**src/rtl/store_pkg.sv**
```systemverilog
// Shared types for the posted-store buffer.
//   st_sel_e : store size encoding carried on st_sel
//   state_e  : fence-drain FSM states
//   entry_t  : one queued store (word address, lane-aligned data, byte mask)
package store_pkg;

  typedef enum logic [1:0] {
    ST_SB  = 2'b00,
    ST_SH  = 2'b01,
    ST_SW  = 2'b10,
    ST_ILL = 2'b11
  } st_sel_e;

  typedef enum logic [1:0] {
    RUN   = 2'b00,
    DRAIN = 2'b01,
    DONE  = 2'b10
  } state_e;

  typedef struct packed {
    logic [29:0] addr;   // byte address bits [31:2]
    logic [31:0] wdata;
    logic [3:0]  we;
  } entry_t;

endpackage

```
**src/rtl/store_lane_align.sv**
```systemverilog
// Combinational byte-lane alignment of a store request.
//   lane       in  2   byte offset st_addr[1:0]
//   data       in  32  unshifted store data
//   sel        in  2   SB/SH/SW/illegal
//   wdata      out 32  data moved onto its byte lanes, unused lanes zero
//   we         out 4   byte write mask
//   misaligned out 1   request cannot be written as a single aligned word access
module store_lane_align
  import store_pkg::*;
(
  input  logic [1:0]  lane,
  input  logic [31:0] data,
  input  logic [1:0]  sel,
  output logic [31:0] wdata,
  output logic [3:0]  we,
  output logic        misaligned
);

  always_comb begin
    wdata      = '0;
    we         = '0;
    misaligned = 1'b0;
    case (st_sel_e'(sel))
      ST_SB: begin
        we    = 4'b0001 << lane;
        wdata = {24'h0, data[7:0]} << {lane, 3'b000};
      end
      ST_SH: begin
        if (lane == 2'b00) begin
          we    = 4'b0011;
          wdata = {16'h0, data[15:0]};
        end else if (lane == 2'b10) begin
          we    = 4'b1100;
          wdata = {data[15:0], 16'h0};
        end else begin
          misaligned = 1'b1;
        end
      end
      ST_SW: begin
        if (lane == 2'b00) begin
          we    = 4'b1111;
          wdata = data;
        end else begin
          misaligned = 1'b1;
        end
      end
      default: misaligned = 1'b1;
    endcase
  end

endmodule

```
**src/rtl/store_buffer_ctrl.sv**
```systemverilog
// Posted-store buffer between MEM stage and data memory.
//   st_*        store request in; st_ready combinational, st_misaligned a
//               registered one-cycle reject pulse
//   mem_*       head of the FIFO presented to memory
//   ld_*        load/store word-address hazard check against queued entries
//   fence_*     drain request (level) and one-cycle completion pulse
//   occupancy   number of queued entries
//   dbg_state   current fence FSM state
// Handshakes: a transfer happens on a rising edge where valid && ready are both
// high; a valid source holds its payload stable until that edge.
module store_buffer_ctrl
  import store_pkg::*;
#(
  parameter int DEPTH = 4,
  parameter int CNT_W = $clog2(DEPTH) + 1
) (
  input  logic             clk,
  input  logic             rst_n,
  input  logic             st_valid,
  output logic             st_ready,
  input  logic [31:0]      st_addr,
  input  logic [31:0]      st_data,
  input  logic [1:0]       st_sel,
  output logic             st_misaligned,
  output logic             mem_req_valid,
  input  logic             mem_req_ready,
  output logic [31:0]      mem_addr,
  output logic [31:0]      mem_wdata,
  output logic [3:0]       mem_we,
  input  logic [31:0]      ld_check_addr,
  output logic             ld_conflict,
  input  logic             fence_req,
  output logic             fence_done,
  output logic [CNT_W-1:0] occupancy,
  output state_e           dbg_state
);

  localparam int PTR_W = $clog2(DEPTH);

  entry_t            fifo [DEPTH];
  logic [DEPTH-1:0]  ent_valid;
  logic [PTR_W-1:0]  wr_ptr, rd_ptr;
  logic [CNT_W-1:0]  occ_q;
  state_e            state_q, state_d;
  logic              mis_q;

  logic [31:0] al_wdata;
  logic [3:0]  al_we;
  logic        al_mis;
  logic        accept, push, pop, full;
  entry_t      head;

  // Byte lanes of a word address are ignored by the hazard compare.
  logic unused_ld_lane;
  assign unused_ld_lane = ^ld_check_addr[1:0];

  store_lane_align u_align (
    .lane       (st_addr[1:0]),
    .data       (st_data),
    .sel        (st_sel),
    .wdata      (al_wdata),
    .we         (al_we),
    .misaligned (al_mis)
  );

  // No bypass: a full FIFO refuses stores even if the head pops this cycle.
  assign full     = (occ_q == CNT_W'(DEPTH));
  assign st_ready = !full && (state_q == RUN);
  assign accept   = st_valid && st_ready;
  assign push     = accept && !al_mis;
  assign pop      = mem_req_valid && mem_req_ready;

  assign head          = fifo[rd_ptr];
  assign mem_req_valid = (occ_q != '0);
  assign mem_addr      = {head.addr, 2'b00};
  assign mem_wdata     = head.wdata;
  assign mem_we        = head.we;

  assign occupancy     = occ_q;
  assign st_misaligned = mis_q;
  assign fence_done    = (state_q == DONE);
  assign dbg_state     = state_q;

  // Only registered entries count; one popping this cycle is still registered.
  always_comb begin
    ld_conflict = 1'b0;
    for (int i = 0; i < DEPTH; i++) begin
      if (ent_valid[i] && (fifo[i].addr == ld_check_addr[31:2])) ld_conflict = 1'b1;
    end
  end

  always_comb begin
    state_d = state_q;
    case (state_q)
      RUN:   if (fence_req) state_d = DRAIN;
      // Leave as soon as the buffer is (or is becoming) empty; no pushes here.
      DRAIN: if (occ_q == '0 || (occ_q == CNT_W'(1) && pop)) state_d = DONE;
      DONE:  state_d = RUN;
      default: state_d = RUN;
    endcase
  end

  always_ff @(posedge clk or negedge rst_n) begin
    if (!rst_n) begin
      wr_ptr    <= '0;
      rd_ptr    <= '0;
      occ_q     <= '0;
      ent_valid <= '0;
      state_q   <= RUN;
      mis_q     <= 1'b0;
    end else begin
      state_q <= state_d;
      mis_q   <= accept && al_mis;
      if (push) begin
        wr_ptr            <= wr_ptr + PTR_W'(1);
        ent_valid[wr_ptr] <= 1'b1;
      end
      if (pop) begin
        rd_ptr            <= rd_ptr + PTR_W'(1);
        ent_valid[rd_ptr] <= 1'b0;
      end
      case ({push, pop})
        2'b10:   occ_q <= occ_q + CNT_W'(1);
        2'b01:   occ_q <= occ_q - CNT_W'(1);
        default: occ_q <= occ_q;
      endcase
    end
  end

  // Payload storage needs no reset; ent_valid/occupancy qualify it.
  always_ff @(posedge clk) begin
    if (push) fifo[wr_ptr] <= '{addr: st_addr[31:2], wdata: al_wdata, we: al_we};
  end

endmodule

```
**config.mk**
```make
export PLATFORM = sky130hd
export DESIGN_NAME = store_buffer_ctrl
export DESIGN_NICKNAME = d
export VERILOG_FILES = /design/src/rtl/store_pkg.sv /design/src/rtl/store_lane_align.sv /design/src/rtl/store_buffer_ctrl.sv
export SDC_FILE = /design/constraint.sdc
export NUM_CORES = 1
export LEC_CHECK = 0
export ABC_AREA = 1
export CAP_MARGIN = 30
export CORE_MARGIN = 2
export CORE_UTILIZATION = 52
export CTS_BUF_LIST = sky130_fd_sc_hd__clkbuf_2 sky130_fd_sc_hd__clkbuf_4 sky130_fd_sc_hd__clkbuf_8
export DETAILED_ROUTE_END_ITERATION = 10
export GPL_TIMING_DRIVEN = 0
export PLACE_DENSITY_LB_ADDON = 0.05
export SETUP_SLACK_MARGIN = 0.02
export SLEW_MARGIN = 20
export SYNTH_ARGS = -nofsm -noshare
export SYNTH_HDL_FRONTEND = slang
export SYNTH_SLANG_ARGS = --single-unit
```
**constraint.sdc**
```tcl
create_clock -name clk -period 3.1 [get_ports clk]
set_input_delay 0.62 -clock clk [delete_from_list [all_inputs] [get_ports clk]]
set_output_delay 0.62 -clock clk [all_outputs]
set_load 0.1 [all_outputs]
```
### Clock distribution, run 1

Bar = 50 µm.
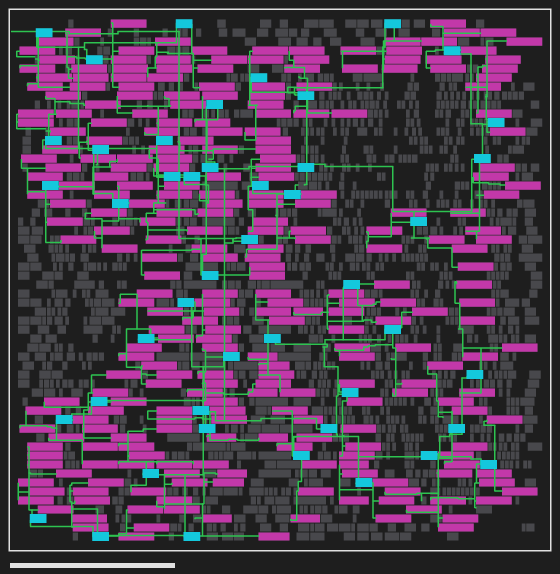
Key: flip-flops = magenta [count 278]; clock wires = green [length 3400 µm]; cells driving clock nets = cyan [count 46]
Position of the flops: spread over the die. There are 47 routed clock nets.
skew final: 32.73 ps
clk pwr: 3.18 mW
clock power share: 17.9%
later-pin clock latency in the skew report: 580 ps

### Metal 2, run 1

Cells faint in the background.
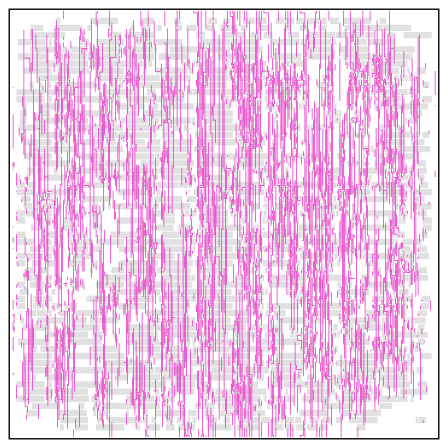
1310 nets have wire on it. The layer carries 18900 µm of wire. The layer holds 48% of the routed length. The longest straight run is 64.8 µm. The wires run mostly vertical.
met2 capacity usage during global routing: 48.70%
via total after detailed routing: 10620

### Signal wires by layer, run 1

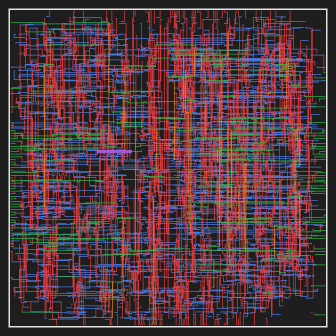
Key: met3 = green [wire length 3430 µm]; met1 = blue [wire length 15300 µm]; met2 = red [wire length 18900 µm]; met4 = orange [wire length 1420 µm]; met5 = purple [wire length 16.6 µm]
final wirelength: 39.14 mm
Avg WL per Cell: 19.87 µm
GRT Util Overall: 29.33%

==> summary.txt, run 1 <==
yosys + openroad results -> startpoint of the worst-slack reg-to-reg timing path=occupancy[0], total of max-cap violations=0, NumNets Final=1717, total congestion overflow=0, data required time of the critical path=2480 ps, cell type with the largest total area=edfxtp_1, total half-perimeter wirelength after legalization and detailed placement=28.64 mm, Top cell area share=60.12%, maximum number of buffers from clock root to sink=3, total die area=26650 µm², most used cell along the critical path=buf_4, endpoints failing hold=0, smallest setup slack after layout=73.11 ps, Worst EP arrival=about 2400 ps, status=complete, no violations, switching power=9.456 mW, power per unit of standard cell area=1065 nW/µm², unrepaired setup endpoints after global routing=true, Relative slew margins=35.10%, peak per-stage delay on the critical path=roughly 480 ps, Post-route DRC=0, Chip Area, Yosys=13190 µm², Worst Setup End Kind=primary output, floorplan core area=25040 µm², Final Max Slew Viols=0, type of the tightest min-delay check=input pin to async pin, transition time at the pin with the least slew margin=about 970 ps, cell area reported after detailed placement=about 16000 µm², pin count of the biggest net entering global routing=24, maximum level of the CTS H-tree=2, placer congestion estimate=0.9453, utilization of the core after routing=roughly 67%, Final Instance Area=16680 µm², drt via density=approximately 5.4, most frequent logic cells in the routed design=357 x nand2_1, 264 x edfxtp_1, 192 x nor2_1, 153 x o21ai_0, 141 x inv_1
[run 1: state kept, by name (all words and copies together) (netlist names)]
name	cells
ent_valid	4
fifo	264
rd_ptr	2
st_misaligned	1
dbg_state	2
occupancy	3
wr_ptr	2
[run 1: metal layers]
layer | vias to the layer above | track usage, % | share of wire, %
li1 | 5056 | - | -
met1 | 4923 | 37.95 | 39
met2 | 539 | 48.70 | 48
met3 | 97 | 5.612 | 8.8
met4 | 2 | 12.23 | 3.6
met5 | - | 0 | 0.041
[run 1: final cells by class]
cell class	count	area share, %
Buffer	45	1.643
Sequential cell	278	49.66
Clock buffer	61	4.622
Tap cell	330	2.476
Timing Repair Buffer	192	12.37
Antenna cell	1	0.01501
Clock inverter	25	0.8553
Multi-Input combinational cell	889	24.90
Inverter	149	3.451
[run 1: synthesized netlist by cell type (3+ instances only)]
| cell | instances |
|---|---|
| nor2_4 | 7 |
| buf_2 | 19 |
| xor2_1 | 10 |
| nand2_1 | 357 |
| nor2_1 | 194 |
| buf_4 | 3 |
| a2bb2oi_2 | 4 |
| o21ai_0 | 156 |
| a22oi_1 | 8 |
| nand3_1 | 5 |
| o22ai_1 | 46 |
| xnor2_1 | 10 |
| ha_1 | 13 |
| inv_1 | 144 |
| edfxtp_1 | 264 |
| a21oi_1 | 65 |
| clkbuf_1 | 22 |
| dfrtp_1 | 14 |
[run 1: kinds of logic (layout without fill, tap and decap cells)]
| group | after synthesis | in the layout | share of synthesized area (%) |
|---|---|---|---|
| flip-flops | 278 | 278 | 62.78 |
| XOR/XNOR | 20 | 20 | 1.328 |
| other | 1 | 3 | 0.02844 |
| adder cells (fa/ha/maj) | 13 | 13 | 1.234 |
| AND/OR/NAND/NOR | 570 | 570 | 16.98 |
| buffers and inverters | 194 | 472 | 5.902 |
| AND-OR/OR-AND | 284 | 284 | 11.76 |
[run 1: repair_timing]
item / in CTS / in global routing
pin swaps: 0 / 1
buffers inserted: 2 / 0
resized: 367 / 54
endpoints found under the setup margin: 69 / 34
[run 1: power by group through the flow]
| stage | logic (mW) | registers (mW) | clock network (mW) |
|---|---|---|---|
| 6_report | 9.91 | 4.66 | 3.18 |
| 5_1_grt | 10.3 | 4.69 | 3.35 |
| 4_1_cts | 9.95 | 4.66 | 3.19 |
| 3_5_place_dp | 10.1 | 4.73 | 0 |
| 3_3_place_gp | 9.74 | 4.74 | 0 |
| 2_1_floorplan | 6.89 | 4.93 | 0 |
[run 1: stage by stage]
step,power [mW],instances
2_1_floorplan,11.82,1361
3_3_place_gp,14.48,1867
3_5_place_dp,14.87,1885
4_1_cts,17.80,1970
5_1_grt,18.37,1970
6_report,17.75,1970
[run 1: final timing paths]
| check | slack [ps] | depth (start not counted) | to |
|---|---|---|---|
| worst min-delay path | 490 | 1 | st_misaligned |
| worst max-delay path | 70 | 6 | mem_wdata[30] |
| worst max register to register | 530 | 9 | fifo[2][8] |
| max in group asynchronous | 2100 | 1 | rd_ptr[0] |
| worst min register to register | 530 | 1 | occupancy[0] |
| min in group clk | 530 | 1 | occupancy[0] |
==> run 2: changes to the inputs <==
CELL_PAD_IN_SITES_DETAIL_PLACEMENT = 1   (was unset)
CELL_PAD_IN_SITES_GLOBAL_PLACEMENT = 1   (was unset)
CORE_UTILIZATION = 44   (was 52)
SETUP_SLACK_MARGIN = 0.5   (was 0.02)
TNS_END_PERCENT = 10   (was unset)
==> summary.txt, run 2 <==
yosys + openroad results -> number of filler instances in the final layout=3227 (was 2044), floorplan core area=29560 µm² (was 25040 µm²), Post-route DRC=0 (unchanged), Final Max Slew Viols=0 (unchanged), Worst R2R Setup Slack=550 ps (was 530 ps), Worst Setup End Kind=primary output (unchanged), NumNets Final=1739 (was 1717), Chip Area, Yosys=13190 µm² (unchanged), number of I/O pins=181 (unchanged), total half-perimeter wirelength after legalization and detailed placement=33.44 mm (was 28.64 mm), status=complete, no violations (unchanged), cell type with the largest total area=edfxtp_1 (unchanged), GRT Util Overall=30.58% (was 29.33%), endpoints failing hold=0 (unchanged), later-pin clock latency in the skew report=590 ps (was 580 ps), cell area reported after detailed placement=15890 µm² (was 15840 µm²), syn_area_per_cell=9.696 µm² (unchanged), root buffer selected by CTS=clkbuf_8 (unchanged), pin count of the biggest net entering global routing=22 (was 24), die height=177.1 µm (was 163.2 µm), diodes inserted=0 (was 1), commonest cells in the synthesized netlist=357 x nand2_1, 264 x edfxtp_1, 194 x nor2_1 (unchanged), post-route setup TNS=0 ps (unchanged), Inst Count DP=1943 (was 1885), power per unit of standard cell area=1130 nW/µm² (was 1065 nW/µm²), most frequent logic cells in the routed design=352 x nand2_1, 264 x edfxtp_1, 182 x nor2_1, 135 x inv_1, 134 x o21ai_0 (was 357 x nand2_1, 264 x edfxtp_1, 192 x nor2_1, 153 x o21ai_0, 141 x inv_1), total of max-cap violations=0 (unchanged), clock transition time at the flip-flop clock pins of the worst setup and hold paths=70 ps (about the same), Final Instance Area=17870 µm² (was 16680 µm²), initial antenna violation count=0 (was 2), skew final=18.85 ps (was 32.73 ps), maximum level of the CTS H-tree=2 (unchanged), type of the tightest min-delay check=input pin to async pin (unchanged), Relative slew margins=35.26% (was 35.10%), cell with the most instances after synthesis=nand2_1 (unchanged), Worst EP arrival=2340 ps (was 2410 ps), transition time at the pin with the least slew margin=968.1 ps (was 970.5 ps), total die area=31370 µm² (was 26650 µm²), register with the most flip-flops=fifo (unchanged), data required time of the critical path=2480 ps (about the same), smallest setup slack after layout=141.9 ps (was 73.11 ps), Avg WL per Cell=23.39 µm (was 19.87 µm), drt via density=5.422 (was 5.389), total congestion overflow=0 (unchanged), flip-flop count of the largest register, all copies and words added=264 (unchanged), Final Cycle Share=95.42% (was 97.64%), maximum number of buffers from clock root to sink=3 (unchanged), setup-violating endpoint count in the final report=0 (unchanged), post-synth tally of flip-flops with integrated enable=264 (unchanged), cells taking the most area after synthesis=edfxtp_1 60%, nand2_1 10%, o21ai_0 5.9% (unchanged), remaining antenna violation count after routing=0 (unchanged), utilization of the core after routing=60.44% (was 66.61%), Cell Count, Final, Fillers Out=2052 (was 1970), placer congestion estimate=0.9136 (was 0.9453), flops & latches, synth=278 (unchanged)
-- run 2: worst paths after layout --
| path | startpoint | end | cells past startpoint |
|---|---|---|---|
| hold / removal | rst_n | wr_ptr[0] | 1 |
| max in group asynchronous | rst_n | occupancy[1] | 1 |
| setup reg to reg | occupancy[1] | fifo[2][43] | 9 |
| setup / recovery | rd_ptr[0] | mem_we[1] | 6 |
| hold reg to reg | ent_valid[0] | ent_valid[0] | 1 |
| min in group clk | ent_valid[0] | ent_valid[0] | 1 |
-- run 2: critical path: stages (launching register included) --
cell             delay [ps]
dfrtp_2                 440
buf_12                  160
bufbuf_16               270
o21ai_0                 260
o22ai_1                 150
clkdlybuf4s15_2         270
buf_16                  190
-- run 2: power breakdown --
group / switching [mW] / internal (mW)
combinational: 8.58 / 3.59
clock: 1.59 / 1.73
sequential: 0.224 / 4.48
total: 10.4 / 9.80
-- run 2: final cells by class --
cell class | instances | area, µm² | share of cell area, %
Sequential cell | 278 | 8292 | 46.41
Multi-Input combinational cell | 889 | 4425 | 24.77
Timing Repair Buffer | 211 | 2556 | 14.31
Clock buffer | 62 | 772.0 | 4.321
Inverter | 149 | 595.6 | 3.334
Buffer | 45 | 566.8 | 3.172
Tap cell | 390 | 488.0 | 2.731
Clock inverter | 27 | 158.9 | 0.8894
Timing Repair inverter | 1 | 11.26 | 0.06303
-- run 2: stage by stage --
stage	hold WS, ps	total power [mW]
floorplan	324.4	11.88
global placement	531.8	14.63
detailed placement	547.7	15.00
CTS	484.3	19.37
global route	503.3	20.79
finish	463.0	20.19
-- run 2: cells by family (layout without fill, tap and decap cells) --
| kind of cell | Yosys count | count (layout) | share of synthesized area (%) |
|---|---|---|---|
| compound gates | 284 | 284 | 11.76 |
| xor+xnor | 20 | 20 | 1.328 |
| fa+ha+maj | 13 | 13 | 1.234 |
| buf+inv | 194 | 495 | 5.902 |
| flops | 278 | 278 | 62.78 |
| other cells | 1 | 2 | 0.02844 |
| simple gates | 570 | 570 | 16.98 |
-- run 2: metal layers --
layer / global-route usage (%) / share of wire (%) / up-vias
met3: 4.875 / 4.9 / 112
li1: - / - / 5097
met1: 36.88 / 40 / 5534
met2: 53.44 / 51 / 382
met5: 0 / 0 / -
met4: 14.53 / 4.1 / 0
-- run 2: repair_timing --
| item | CTS | global route |
|---|---|---|
| buffers inserted | 6 | 6 |
| gates resized | 616 | 136 |
| cloned | 6 | 2 |
| endpoints found under the setup margin | 94 | 112 |
| pin swaps | 11 | 12 |
### Metal 2, run 2

Cells faint in the background.
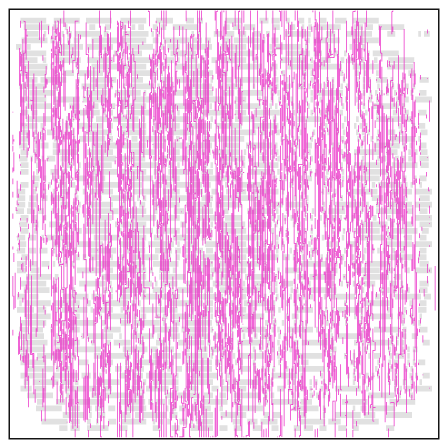
final wirelength: 47.99 mm
met2 capacity usage during global routing: 53.44%
via total after detailed routing: 11130

==> run 3: changes to the inputs <==
REMOVE_ABC_BUFFERS = 1   (was unset)
==> summary.txt, run 3 <==
yosys + openroad results -> leading cell type in the layout, fill and taps excluded=nand2_1 (unchanged), register with the most flip-flops=fifo (unchanged), placer congestion estimate=0.8579 (was 0.9136), Worst R2R Setup Slack=380 ps (was 550 ps), unrepaired setup endpoints after global routing=true (unchanged), share of async-settable or async-resettable flops after synthesis=5.036% (unchanged), number of I/O pins=181 (unchanged), CTS Buf Count=47 (was 48), maximum fanout encountered on the critical timing path=14 (was 5), Avg WL per Cell=23.98 µm (was 23.39 µm), commonest cells in the synthesized netlist=357 x nand2_1, 264 x edfxtp_1, 194 x nor2_1 (unchanged), Top cell area share=60.12% (unchanged), mapped cell area=13190 µm² (unchanged), drt via density=5.463 (was 5.422), Logic cell area=4389 µm² (was 4425 µm²), number of hold buffers added after cts=0 (unchanged), count of cell types in the netlist=33 (unchanged), clock transition time at the flip-flop clock pins of the worst setup and hold paths=70 ps (about the same), status=complete, no violations (unchanged), syn_area_per_cell=9.696 µm² (unchanged), leakage power figure=7.390 nW (was 7.314 nW), cell type with the largest total area=edfxtp_1 (unchanged), initial antenna violation count=3 (was 0), floorplan utilization=44.61% (unchanged), tool warnings=38 (was 40), maximum level of the CTS H-tree=2 (unchanged), Post-route DRC=0 (unchanged), Final Instance Area=17980 µm² (was 17870 µm²), transition time at the pin with the least slew margin=974.0 ps (was 968.1 ps), total congestion overflow=0 (unchanged), skew final=23.42 ps (was 18.85 ps), remaining antenna violation count after routing=0 (unchanged), die outline width=177.1 µm (unchanged), diodes inserted=0 (unchanged), power per unit of standard cell area=1137 nW/µm² (was 1130 nW/µm²), utilization of the core after routing=60.83% (was 60.44%), total half-perimeter wirelength after legalization and detailed placement=28.28 mm (was 33.44 mm), type of the tightest min-delay check=input pin to async pin (unchanged), number of filler instances in the final layout=3188 (was 3227), later-pin clock latency in the skew report=590 ps (about the same), data required time of the critical path=2480 ps (about the same), Final Cycle Share=91.50% (was 95.42%), cell with the most instances after synthesis=nand2_1 (unchanged), root buffer selected by CTS=clkbuf_8 (unchanged), endpoints failing hold=0 (unchanged), floorplan row count=63 (unchanged), Final Max Slew Viols=0 (unchanged), floorplan core area=29560 µm² (unchanged), vias in the first global route=11960 (was 11950), most frequent logic cells in the routed design=356 x nand2_1, 264 x edfxtp_1, 186 x nor2_1, 138 x inv_1, 127 x o21ai_0 (was 352 x nand2_1, 264 x edfxtp_1, 182 x nor2_1, 135 x inv_1, 134 x o21ai_0), GRT Util Overall=30.78% (was 30.58%), Chip Area, Yosys=13190 µm² (unchanged), Worst Setup End Kind=primary output (unchanged), flip-flop count of the largest register, all copies and words added=264 (unchanged), pin count of the biggest net entering global routing=30 (was 22), post-synth tally of flip-flops with integrated enable=264 (unchanged), setup-violating endpoint count in the final report=0 (unchanged), total die area=31370 µm² (unchanged), die height=177.1 µm (unchanged), number of clock sinks=278 (unchanged), first-pass iteration count of the detailed router=5 (unchanged), flops & latches, synth=278 (unchanged), Worst EP arrival=2220 ps (was 2340 ps), layout cell share with drive strength beyond 1=17.41% (was 19.13%), cell area reported after detailed placement=15920 µm² (was 15890 µm²), Relative slew margins=34.86% (was 35.26%), DRT iter0 DRCs=741 (was 853), total of max-cap violations=0 (unchanged), share of synthesized area occupied by flip-flops and latches=62.78% (unchanged), sequential cell area=8285 µm² (was 8292 µm²), global-route wire length before repair=71.31 mm (was 70.58 mm), NumNets Final=1725 (was 1739), cells taking the most area after synthesis=edfxtp_1 60%, nand2_1 10%, o21ai_0 5.9% (unchanged), maximum number of buffers from clock root to sink=3 (unchanged)
==> run 3: cell counts after synthesis <==
Identical to the previous run, type by type.
==> run 3: final cells by class <==
cell class | instances | share of cell area (%)
flip-flops and latches | 278 | 46.08
multi-input cells | 889 | 24.41
repair buffers | 240 | 17.98
clock buffers | 71 | 4.773
inverters | 149 | 3.403
well taps | 390 | 2.714
clock inverters | 12 | 0.3688
repair inverters | 4 | 0.2714
==> run 3: critical path: stages (launching register included) <==
cell       delay [ps]
dfrtp_4           530
buf_16            180
clkinv_16         110
buf_16            160
o21ai_1            90
o22ai_2           190
buf_2             180
buf_16            180
==> run 3: cells by family after synthesis <==
kind of cell	count (synthesis)	synth area share [%]
flops	278	62.78
compound gates	284	11.76
xor+xnor	20	1.328
other cells	1	0.02844
buf+inv	194	5.902
fa+ha+maj	13	1.234
simple gates	570	16.98
==> run 3: per-layer routing <==
metal | track usage [%] | wire length [µm] | share of wire (%)
met5 | 0 | 13 | 0.027
met4 | 10.23 | 1411 | 2.9
met3 | 5.369 | 2861 | 5.9
met2 | 55.54 | 24920 | 51
met1 | 37.06 | 19550 | 40
==> run 3: repair_timing <==
item                       4_1_cts  5_1_grt
gates resized                  531       88
cloned                          17        3
buffers inserted                19        4
setup endpoints to repair       89      197
pin swaps                       15       12
==> run 3: path summary, 6_finish.rpt <==
path	startpoint	to	cells after the start
min in group clk	ent_valid[1]	ent_valid[1]	1
max reg2reg	occupancy[0]	fifo[0][62]	10
max	rd_ptr[0]	mem_wdata[15]	7
min	rst_n	dbg_state[0]	1
min reg2reg	ent_valid[1]	ent_valid[1]	1
max in group asynchronous	rst_n	rd_ptr[1]	1
==> run 3: power breakdown <==
group	internal [mW]	switching (mW)
registers	4.47	0.228
logic	3.72	8.70
clock network	1.77	1.55
total	9.97	10.5
==> run 3: per-stage QoR <==
step	worst slack (ps)	setup TNS [ps]	instances	power, mW	hold slack, ps
finish	263.6	0	2033	20.45	497.7
global route	157.4	0	2033	21.05	517.1
CTS	233.5	0	2026	19.69	480.3
detailed placement	-995.1	-37270	1907	14.83	536.9
global placement	-6211	-697080	1882	14.08	506.5
floorplan	-2627	-188710	1316	11.67	324.4
### Metal 3, run 3

Bar = 50 µm. Cells faint in the background.
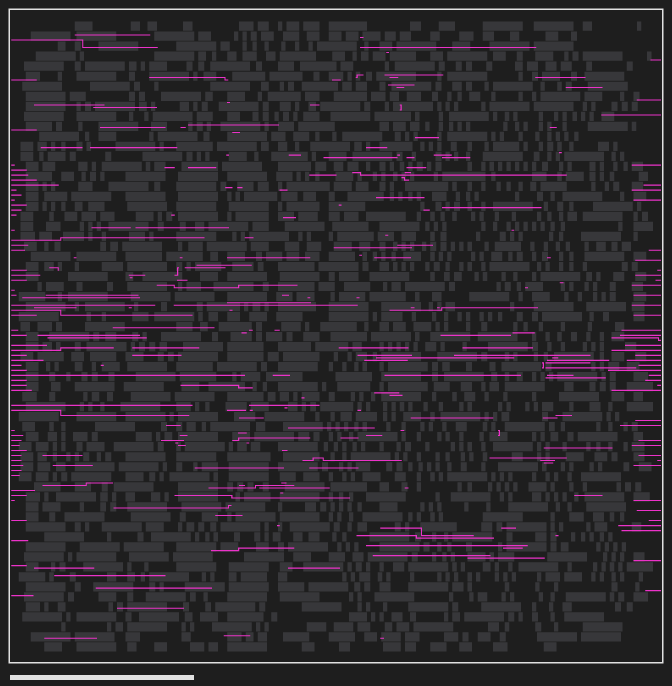
The layer carries 2860 µm of wire. The layer holds 5.9% of the routed length.
met3 routing resource usage after global routing: 5.369%
via total after detailed routing: 11110
final wirelength: 48.76 mm


==> gallery <==
Congestion heat map.
Plate I
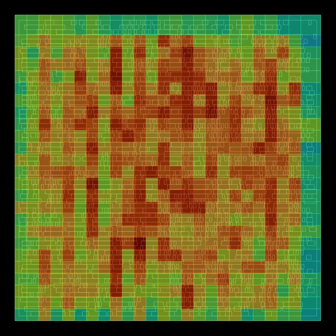
Plate II
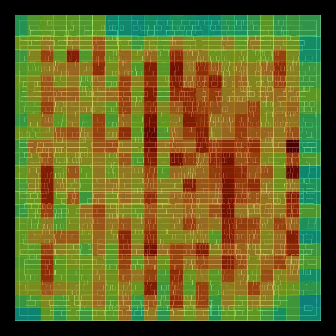
Plate III
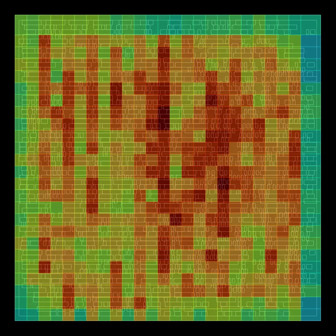
- Plate I = run 3
- Plate III = run 2
- Plate II = run 1
The one with the least wire per cell is Plate II.

Power figures rest on the tool's default switching activity, not on a simulated workload.
